Figure 1. A small window of the routed layout.
Window x 103 to 143, y 54 to 94 µm. Cells in gray, sequential cells in the stronger gray; small squares are vias.
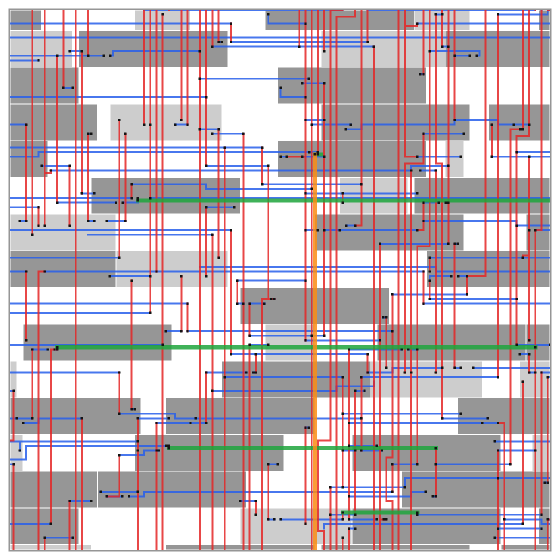
Figure 2. Cell outlines without signal wires.
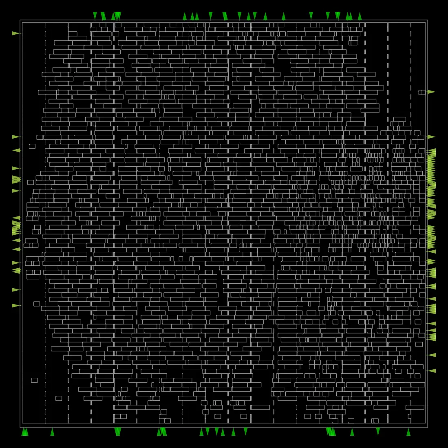
Figure 3. Signal wires by layer.
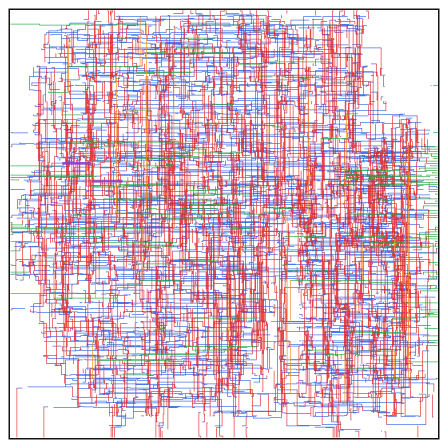
Figure 4. Signal wires on met3.
The bar under the picture is 50 µm long.
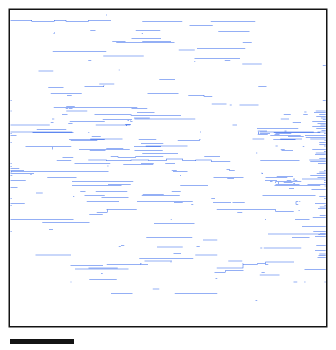
Design rv_ibuf, sky130hd; sources not shown.
==> CHANGELOG.md <==
### Changed

* Outcome: finished, final reports clean
* F_max at 209 MHz
* # DRC at 0
* Worst-case clock buffer depth at 3
* Largest net degree at the start of global routing at 28
* CLK BUF at 109
* LEAKAGE at 10.7 nW
* Clk sink count at 689
* Buf/Inv on CP at 6
* Area grow syn2layout at 20.7%
* Mean Syn Cell Area at 19.8 µm²
* Tapcells at 773
* Yosys simple share at 0.0375
* Top cells by area: edfxtp_1, mux4_2, dfxtp_1
* Total power at 0.00646 W
* P_int at 0.00515 W
* Met1 Routed Length at 28800 µm
* Reg-to-reg slack, setup at 6.65 ns
* Metal3 WL at 4020 µm
* Multi-input gates at 586
* Setup TNS at 0 ns
* Top Ports at 134
* Xor+xnor area frac at 0.0101
* Synthesis Warnings at 0
* Setup Slack @ Placement at 4.40 ns
* Largest cell class by area: sequential cells
* Vias in the first global route at 14261
* WHS at 0.495 ns
* CTS Root Cell: clkbuf_16
* Top cells by count, synth: edfxtp_1, mux4_2, nor2_1
* Main flop type: edfxtp_1
* Logic area at 6640 µm²
* Repair and plain buffers at 234
* Sw Ratio at 0.203
* Chip Area, Yosys at 26900 µm²
* Worst setup margin at 5.02 ns
* Yosys aoi share at 0.0233
* Clock Pin Slew Worst Setup and Hold Paths at 0.06 ns
* Clock Power Share at 0.444
* Initial antenna violation count at 4
* Seq cells post-synth at 689
* Die area at 60700 µm²
* Ys async rst share at 0
* Post-Syn Area at 26900 µm²
* Signal buf overhead at 0.0708
* Post-synthesis sequential area ratio at 0.742
* Fill cells at 4562
* I/O Buffers at 126
* Hold depth at 2
* FF+latch area at 20000 µm²
* Final instance area at 32400 µm²
* GPL Wtd Cong at 0.873
* Combinational power share at 0.053
* Cell Pwr Density at 199 nW/µm²
* Final hold violations at 0
* Met1 Track Usage GR at 0.320
* Worst-path maximum fanout at 10
* Insertion Delay late pin at 0.61 ns
* Dpl hpwl at 42300 µm
* Post-synthesis cell type count at 59
* H-tree Lvls at 3
* Crit path max-delay family: buffers and inverters
* Die W at 246 µm
* Switching Power at 0.00131 W
* Final Max Tran Viols at 0
* Critical Path Start Type: primary input
* Crit end category: register
* Synthesized instance count at 1355
* CTS tree: done
* Cells on worst reg2reg path at 7
* Ys cells at 1355
* CTS buffer count at 73
* Via/cell ratio at 5.76
* Grt ovf at 0
* # hold bufs at CTS at 0
* Synth mux share at 0.169
* Logic share of the area at 0.205
* Count of library flops with an enable pin at 616
* Slew HR at 0.306
* M2 GR Usage at 0.354
* Rows at 89
* Gr busiest metal: met2
* Number of gates resized after cts at 0
* HP Class: reg2reg
* Synth area leader: edfxtp_1
* Endpoints failing setup at 0
* CP Data Required Time at 10.26 ns
* Clock-cell share at 0.0777
* Tmin final at 4.78 ns
* Initial Util at 0.455
* Peak VDD IR at 0.152 mV
* CP Class: in2reg
* CP most frequent cell: buf_2
* Crit-path slowest cell: clkbuf_1
* Proportion of layout cells with a drive suffix above 1 at 0.231
* Fraction of the cycle the final worst path needs at 0.488
* Most common cell in the netlist: edfxtp_1
* Inverter count at 13
* Post-DP Area at 29900 µm²
* Highest metal used: met5
* Dominant cell area share at 0.688
* Top logic family: multiplexers
* Initial DRC Count at 1344
* Stages on the worst setup path at 10
* Placed Instances at 2294
* Max reg flops at 512
* RSZ-0062 raised after global routing: no
-- Figure 1 (at the start) --
Key: green = met3; red = met2; blue = met1; orange = met4
Most frequent: edfxtp_1 (25), mux4_2 (5). 38 logic cells have their middle in the window. Sequential cells in the window: 25.

-- Figure 2 (at the start) --
fin cells: 2432
Final Util: 0.550
Flops: 689

-- Figure 3 (at the start) --
Key: orange = met4 [wire length 1340 µm]; green = met3 [wire length 4020 µm]; purple = met5 [wire length 30.4 µm]; red = met2 [wire length 32.0 mm]; blue = met1 [wire length 28.8 mm]
GRT Util Overall: 0.223
Avg WL per Cell: 27.2 µm
wirelength, routed: 66200 µm

-- Figure 4 (at the start) --
The layer carries 4020 µm of wire. The wires run mostly horizontal.
total number of vias: 13997
global-route track usage on met3: 0.0359

[cell usage in the layout, fill, tap and decap left out, types with 12 or more instances in the layout]
cell type,count
a21oi_1,33
buf_2,21
buf_6,19
clkbuf_1,52
clkbuf_16,77
clkbuf_8,12
clkdlybuf4s50_1,126
dfxtp_1,73
edfxtp_1,616
inv_1,12
mux2i_1,74
mux4_2,168
nand2_1,43
nor2_1,69
nor2_4,14
nor3_1,16
o21ai_0,12
xnor2_1,19
xor2_1,12
[power by group through the flow]
stage	combinational [W]	clock, W	sequential [W]
5_1_grt	0.000368	0.00302	0.00325
6_report	0.000343	0.00287	0.00325
3_5_place_dp	0.000347	0	0.00331
2_1_floorplan	0.000180	0	0.00331
4_1_cts	0.000348	0.00292	0.00325
3_3_place_gp	0.000332	0	0.00331
Power and IR drop assume default switching activity.
